==> src/rtl/qm_pkg.sv <==
// ============================================================================
// Module   : qm_pkg
// Brief    : Shared constants and FSM encoding for the qm_fetch front end.
// Revision : 1.0 - initial release
// ============================================================================
`default_nettype none

package qm_pkg;

    localparam int          c_instr_width  = 32;
    localparam logic [31:0] c_reset_vector = 32'h8000_0000;

    typedef enum logic [1:0] {
        ST_BOOT = 2'd0,
        ST_RUN  = 2'd1,
        ST_MISS = 2'd2
    } qm_state_e;

    // Fetch addresses are always word aligned.
    function automatic logic [31:0] qm_align_word(input logic [31:0] addr);
        return {addr[31:2], 2'b00};
    endfunction

endpackage

`default_nettype wire

==> src/rtl/qm_sat_counter.sv <==
// ============================================================================
// Module   : qm_sat_counter
// Brief    : Up counter that sticks at all-ones instead of wrapping.
// Revision : 1.0 - initial release
// ============================================================================
`default_nettype none

module qm_sat_counter #(
    parameter int WIDTH = 16
) (
    input  logic             clk,
    input  logic             reset,
    input  logic             i_inc,
    output logic [WIDTH-1:0] o_count
);

    localparam logic [WIDTH-1:0] c_one = {{(WIDTH-1){1'b0}}, 1'b1};

    logic [WIDTH-1:0] r_count;

    always_ff @(posedge clk) begin
        if (reset) begin
            r_count <= '0;
        end else if (i_inc && (r_count != {WIDTH{1'b1}})) begin
            r_count <= r_count + c_one;
        end
    end

    assign o_count = r_count;

endmodule

`default_nettype wire

==> src/rtl/qm_fetch.sv <==
// ============================================================================
// Module   : qm_fetch
// Brief    : Instruction fetch stage: PC sequencing, I-cache miss wait,
//            redirect handling and a one-entry decode-side output register.
// Revision : 1.0 - initial release
// ============================================================================
`default_nettype none

module qm_fetch
    import qm_pkg::*;
#(
    parameter logic [31:0] RESET_VECTOR = c_reset_vector
) (
    input  logic                     clk,
    input  logic                     reset,
    output logic [31:0]              icache_address,
    output logic                     icache_enable,
    input  logic                     icache_hit,
    input  logic                     icache_stall,
    input  logic [c_instr_width-1:0] icache_data,
    input  logic                     redirect_valid,
    input  logic [31:0]              redirect_target,
    output logic                     out_valid,
    input  logic                     out_ready,
    output logic [c_instr_width-1:0] out_instr,
    output logic [31:0]              out_pc,
    output logic [15:0]              perf_stall_cycles,
    output logic [31:0]              perf_fetched
);

    qm_state_e r_state;
    qm_state_e w_state_nxt;
    logic      w_enable;

    logic [31:0]              r_pc;
    logic                     r_out_valid;
    logic [c_instr_width-1:0] r_out_instr;
    logic [31:0]              r_out_pc;
    logic                     r_pend_valid;
    logic [31:0]              r_pend_target;
    logic [31:0]              r_fetched;

    logic        w_take;
    logic        w_miss_exit;
    logic        w_handshake;
    logic [31:0] w_redirect_pc;
    logic        w_unused_target_bits;

    assign w_redirect_pc        = qm_align_word(redirect_target);
    assign w_unused_target_bits = ^redirect_target[1:0];
    assign w_handshake          = r_out_valid & out_ready;

    assign w_take = (r_state == ST_RUN) & icache_hit & ~icache_stall
                  & (~r_out_valid | out_ready) & ~redirect_valid;

    assign w_miss_exit = (r_state == ST_MISS) & icache_hit & ~icache_stall;

    always_ff @(posedge clk) begin
        if (reset) begin
            r_state <= ST_BOOT;
        end else begin
            r_state <= w_state_nxt;
        end
    end

    // A redirect in RUN wins over a stall: the new address starts a fresh lookup.
    always_comb begin
        w_state_nxt = r_state;
        w_enable    = 1'b0;
        unique case (r_state)
            ST_BOOT: begin
                w_state_nxt = ST_RUN;
            end
            ST_RUN: begin
                w_enable = 1'b1;
                if (!redirect_valid && icache_stall) begin
                    w_state_nxt = ST_MISS;
                end
            end
            ST_MISS: begin
                w_enable = 1'b1;
                if (icache_hit && !icache_stall) begin
                    w_state_nxt = ST_RUN;
                end
            end
            default: begin
                w_state_nxt = ST_BOOT;
            end
        endcase
    end

    // The miss address must stay put until the fill completes; redirects wait.
    always_ff @(posedge clk) begin
        if (reset) begin
            r_pc <= RESET_VECTOR;
        end else begin
            unique case (r_state)
                ST_BOOT: begin
                    if (redirect_valid) r_pc <= w_redirect_pc;
                end
                ST_RUN: begin
                    if (redirect_valid)  r_pc <= w_redirect_pc;
                    else if (w_take)     r_pc <= r_pc + 32'd4;
                end
                ST_MISS: begin
                    if (w_miss_exit) begin
                        if (redirect_valid)    r_pc <= w_redirect_pc;
                        else if (r_pend_valid) r_pc <= r_pend_target;
                    end
                end
                default: r_pc <= RESET_VECTOR;
            endcase
        end
    end

    always_ff @(posedge clk) begin
        if (reset) begin
            r_pend_valid  <= 1'b0;
            r_pend_target <= '0;
        end else if (r_state == ST_MISS) begin
            if (w_miss_exit) begin
                r_pend_valid <= 1'b0;
            end else if (redirect_valid) begin
                r_pend_valid  <= 1'b1;
                r_pend_target <= w_redirect_pc;
            end
        end
    end

    always_ff @(posedge clk) begin
        if (reset) begin
            r_out_valid <= 1'b0;
            r_out_instr <= '0;
            r_out_pc    <= '0;
        end else if (w_take) begin
            r_out_valid <= 1'b1;
            r_out_instr <= icache_data;
            r_out_pc    <= r_pc;
        end else if (redirect_valid || w_handshake) begin
            r_out_valid <= 1'b0;
        end
    end

    always_ff @(posedge clk) begin
        if (reset) begin
            r_fetched <= '0;
        end else if (w_handshake) begin
            r_fetched <= r_fetched + 32'd1;
        end
    end

    qm_sat_counter #(
        .WIDTH (16)
    ) u_stall_counter (
        .clk     (clk),
        .reset   (reset),
        .i_inc   (r_state == ST_MISS),
        .o_count (perf_stall_cycles)
    );

    assign icache_address = r_pc;
    assign icache_enable  = w_enable;
    assign out_valid      = r_out_valid;
    assign out_instr      = r_out_instr;
    assign out_pc         = r_out_pc;
    assign perf_fetched   = r_fetched;

endmodule

`default_nettype wire

==> config.mk <==
export PLATFORM = sky130hd
export DESIGN_NAME = qm_fetch
export DESIGN_NICKNAME = d
export VERILOG_FILES = /design/src/rtl/qm_pkg.sv /design/src/rtl/qm_sat_counter.sv /design/src/rtl/qm_fetch.sv
export SDC_FILE = /design/constraint.sdc
export NUM_CORES = 1
export LEC_CHECK = 0
export ABC_CLOCK_PERIOD_IN_PS = 2000
export CAP_MARGIN = 30
export CORE_ASPECT_RATIO = 1.1
export CORE_UTILIZATION = 39
export CTS_BUF_LIST = sky130_fd_sc_hd__clkbuf_16
export DETAILED_ROUTE_END_ITERATION = 16
export PLACE_DENSITY_LB_ADDON = 0.08
export SLEW_MARGIN = 20
export SYNTH_ARGS = -nofsm -noshare
export SYNTH_HDL_FRONTEND = slang
export SYNTH_SLANG_ARGS = --single-unit
==> constraint.sdc <==
create_clock -name clk -period 2 [get_ports clk]
set_clock_uncertainty 0.2 [all_clocks]
set_input_delay 0.2 -clock clk [delete_from_list [all_inputs] [get_ports clk]]
set_output_delay 0.2 -clock clk [all_outputs]
set_load 0.01 [all_outputs]
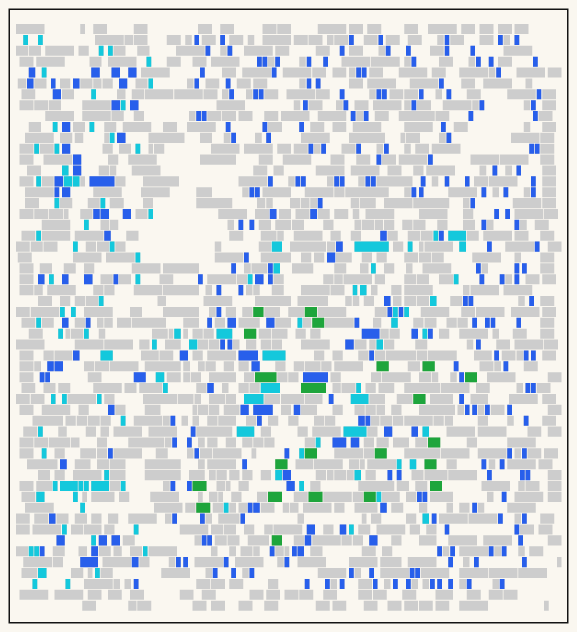
*Gate-type map*
(4 px per um)
family	color	cells
NAND gates	blue	293
AND-OR and OR-AND gates	green	22
NOR gates	cyan	106

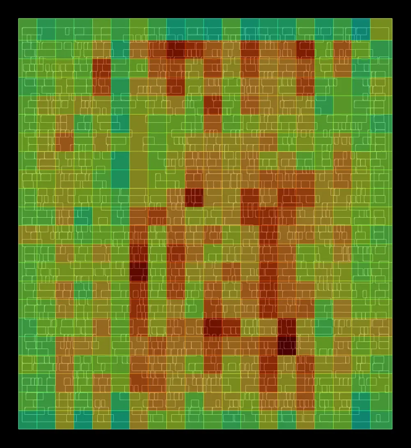
*Track usage over the die*
post-layout util: 0.623
grt met1 use: 0.312
GR Util met2: 0.392

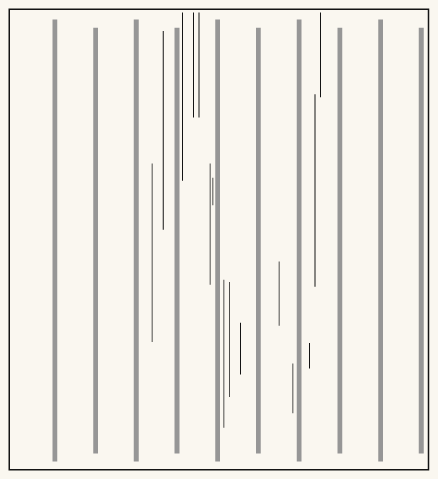
*Signal wires on met4*
(3 px per um) Supply wires on this layer in gray.
wire length on this layer	541 um
nets with wire on the layer	13
share of all routed wire	2.1%
main direction	vertical
longest straight run	66.0 um

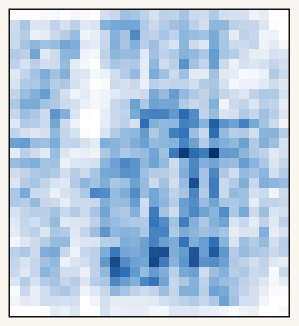
*Routed metal per tile*
(2 px per um) The die is cut into 28 by 31 equal tiles; white is low, dark blue is high, scaled to the fullest tile. Values are wire area over tile area, all layers added.
mean over tiles	0.19
fullest tile	0.60
nearly empty tiles	3.2%

[where the power goes]
group / total (mW) / switching (mW) / internal, mW
registers: 4.04 / 0.246 / 3.80
clock network: 3.33 / 1.57 / 1.77
logic: 4.86 / 2.40 / 2.47
[flip-flops by register name, indices dropped and copies added (netlist names)]
register                 count
out_instr                   32
out_valid                    1
out_pc                      30
r_state                      2
r_pend_valid                 1
perf_fetched                32
icache_address              30
r_pend_target               30
u_stall_counter.o_count     16
[Yosys cell counts (7+ instances only)]
cell type	instances
o211ai_1	7
o21ai_0	15
o21ai_1	11
nand3_1	31
or3_1	13
and3_1	20
xor2_1	36
o2bb2ai_1	8
nand4_1	29
dfxtp_1	174
a21oi_1	123
and4_1	14
clkbuf_1	43
a22o_1	9
buf_1	10
buf_2	13
nand2_1	222
a22oi_1	12
nor2_1	76
nor3_1	14
ha_1	8
inv_1	17
a221oi_1	10
[cells by family (layout without fill, tap and decap cells)]
kind of cell               count (synthesis)  after routing
AOI/OAI and AO/OA                        244            244
xor gates and xnor gates                  42             42
adders and majority gates                  8              8
buffers and inverters                     88            413
DFF                                      174            174
muxes                                      7              7
other                                      1              5
and+or+nand+nor                          456            456
[layer usage]
metal | global-route usage | vias to the layer above | routed length, um
met4 | 0.0915 | 0 | 540
li1 | - | 4233 | -
met5 | 0 | - | 0
met3 | 0.0354 | 35 | 1110
met1 | 0.312 | 4016 | 11600
met2 | 0.392 | 222 | 12500
[final timing paths]
check	start	to	slack (ns)	cells past startpoint
setup / recovery	r_state[0]$_SDFFE_PP0P_	icache_address[25]$_SDFFE_PP0P_	-0.02	8
hold / removal	reset	r_pend_target[15]$_SDFFE_PP0P_	0.11	3
setup reg to reg	r_state[0]$_SDFFE_PP0P_	icache_address[25]$_SDFFE_PP0P_	-0.02	8
hold reg to reg	out_instr[23]$_SDFFE_PP0P_	out_instr[23]$_SDFFE_PP0P_	0.25	2
[placed cells by master (no fill, tap or decap), types with 5 or more instances in the layout]
cell and count:
nand2_1 220, clkdlybuf4s50_1 207, dfxtp_1 167, buf_4 135, a21oi_1 118, nor2_1 74
xor2_1 36, nand3_1 30, nand4_1 29, and3_1 19, clkbuf_16 18, buf_6 15
inv_1 14, nor3_1 14, and4_1 11, o21ai_2 11, o21ai_0 9, a22o_1 9
or3_1 8, o2bb2ai_1 8, o211ai_1 7, a22oi_1 7, a221oi_1 7, xnor2_1 6
or3_4 5, a22oi_2 5, a21oi_2 5, o21ai_1 5, a222oi_1 5, inv_8 5
dfxtp_2 5
[area by class of cell]
type,instances,area (um2),area share
Antenna cell,1,2.50,0.000200
Multi-Input combinational cell,761,4660,0.373
Clock inverter,15,159,0.0127
Tap cell,252,315,0.0252
Timing Repair Buffer,364,3370,0.270
Inverter,17,66.3,0.00531
Clock buffer,17,425,0.0340
Sequential cell,174,3500,0.280
[timing repair]
item                       CTS  global route
cloned                       0             2
gates resized               22            86
setup endpoints to repair   97            40
setup buffers                4             4
pin swaps                    5            40
[worst register-to-register path, cell delays in order (launching register included)]
cell and delay, ns:
dfxtp_4 0.37, inv_2 0.06, ha_4 0.20, buf_6 0.14, a211oi_4 0.25, inv_2 0.07, a21oi_2 0.18, and4b_1 0.21
a221o_1 0.25
==> impl_metrics.tcl <==
# metrics dict for downstream scripts
set metrics [dict create \
    setup_viol 2 \
    synthesis.area_per_instance_um2 7.93 \
    cts-root-buf "clkbuf_16" \
    drtIter0Drc 491 \
    topCellsByArea "dfxtp_1 43%, nand2_1 10%, a21oi_1 7.6%" \
    floorplanUtilization 0.403 \
    ys_warn_count 0 \
    htreeDepth 4 \
    final_hold_viol_count 0 \
    antenna_found_initial 1 \
    cpMostUsedCell "inv_2" \
    max_cap_violations 0 \
    ff_type "dfxtp_1" \
    final_cells 1601 \
    pin_count 216 \
    synth_cells 1020 \
    syn_to_final_growth_pct 54.6 \
    numCtsBuffers 17 \
    chip_area_mm2 0.0213 \
    dr.pass1.iters 6 \
    hold_slack_ns 0.112 \
    crit_arrival_ns 2.14 \
    maxSlewHeadroom 0.566 \
    synth-xor-area-share 0.0455 \
    core_region_area_mm2 0.0201 \
    path_clk_slew_ns 0.07 \
    dp_hpwl_um 18100 \
    synth_flops 174 \
    postLayoutCellArea_mm2 0.0125 \
    drive_gt1_frac 0.207 \
    grt_max_degree 58 \
    critPathMaxStageDelay_ns 0.37 \
    drtAntennaViolNets 0 \
    place_ws_ns -0.303 \
    synth_stat.cells 1020 \
    min_period_ns 2.02 \
    cp_top_family "AND-OR/OR-AND gates" \
    synth-adder-area-share 0.0124 \
    tightest_slew_ns 0.651 \
    crit_slowest_cell "dfxtp_4" \
    synth.logic.top_family "simple AND/OR/NAND/NOR gates" \
    placed_area_mm2 0.0114 \
    power.leakage_nw 4.54 \
    synth_area_mm2 0.00808 \
    edf_count 0 \
    fin_crit_sh 1.01 \
    wire_per_inst_um 16.1 \
    grt_pass1_vias 7947 \
    grt-ovfl-total 0 \
    postSynth.asyncResetShare 0 \
    yosys_area_mm2 0.00808 \
    crit_buf_inv 3 \
    critPathRequiredTime_ns 2.12 \
    drv_slew 0 \
    routed_wirelength_um 25700 \
    ys_sh_aoi 0.190 \
    p_total_mw 12.2 \
    worst_slack_ns -0.0188 \
    cp-end-kind "register" \
    seq_area_frac_synth 0.431 \
    clock_path_buffers 2 \
    fmax_ghz 0.495 \
    num_vias 8506 \
    die_y_um 153 \
    hold_buffers 0 \
    grtUsageTotal 0.237 \
    tns_ns -0.0366 \
    ir_drop_mv 0.683 \
    portBuffers 209 \
    violations "setup timing" \
    cts_tree "done" \
    critPathLaunchType "register" \
    vias_per_cell 5.31 \
    simple_gate_area_frac 0.266 \
    grt_pass1_wl_um 41100 \
    top_area_frac 0.431 \
    rows 54 \
    rsz0062_at_grt "yes" \
    synthDistinctLibCells 66 \
    drcViolationCount 0 \
    warnings 35 \
    fin_nets 1413 \
    status "finished with violations" \
    powerDensity_mw_per_mm2 979 \
    cts_num_sinks 174 \
    mux_area_frac 0.00913 \
    placed_cells 1558 \
    clk_latency_ns 0.43 \
]
No activity file was given, so power comes from the tool's default toggle rates.
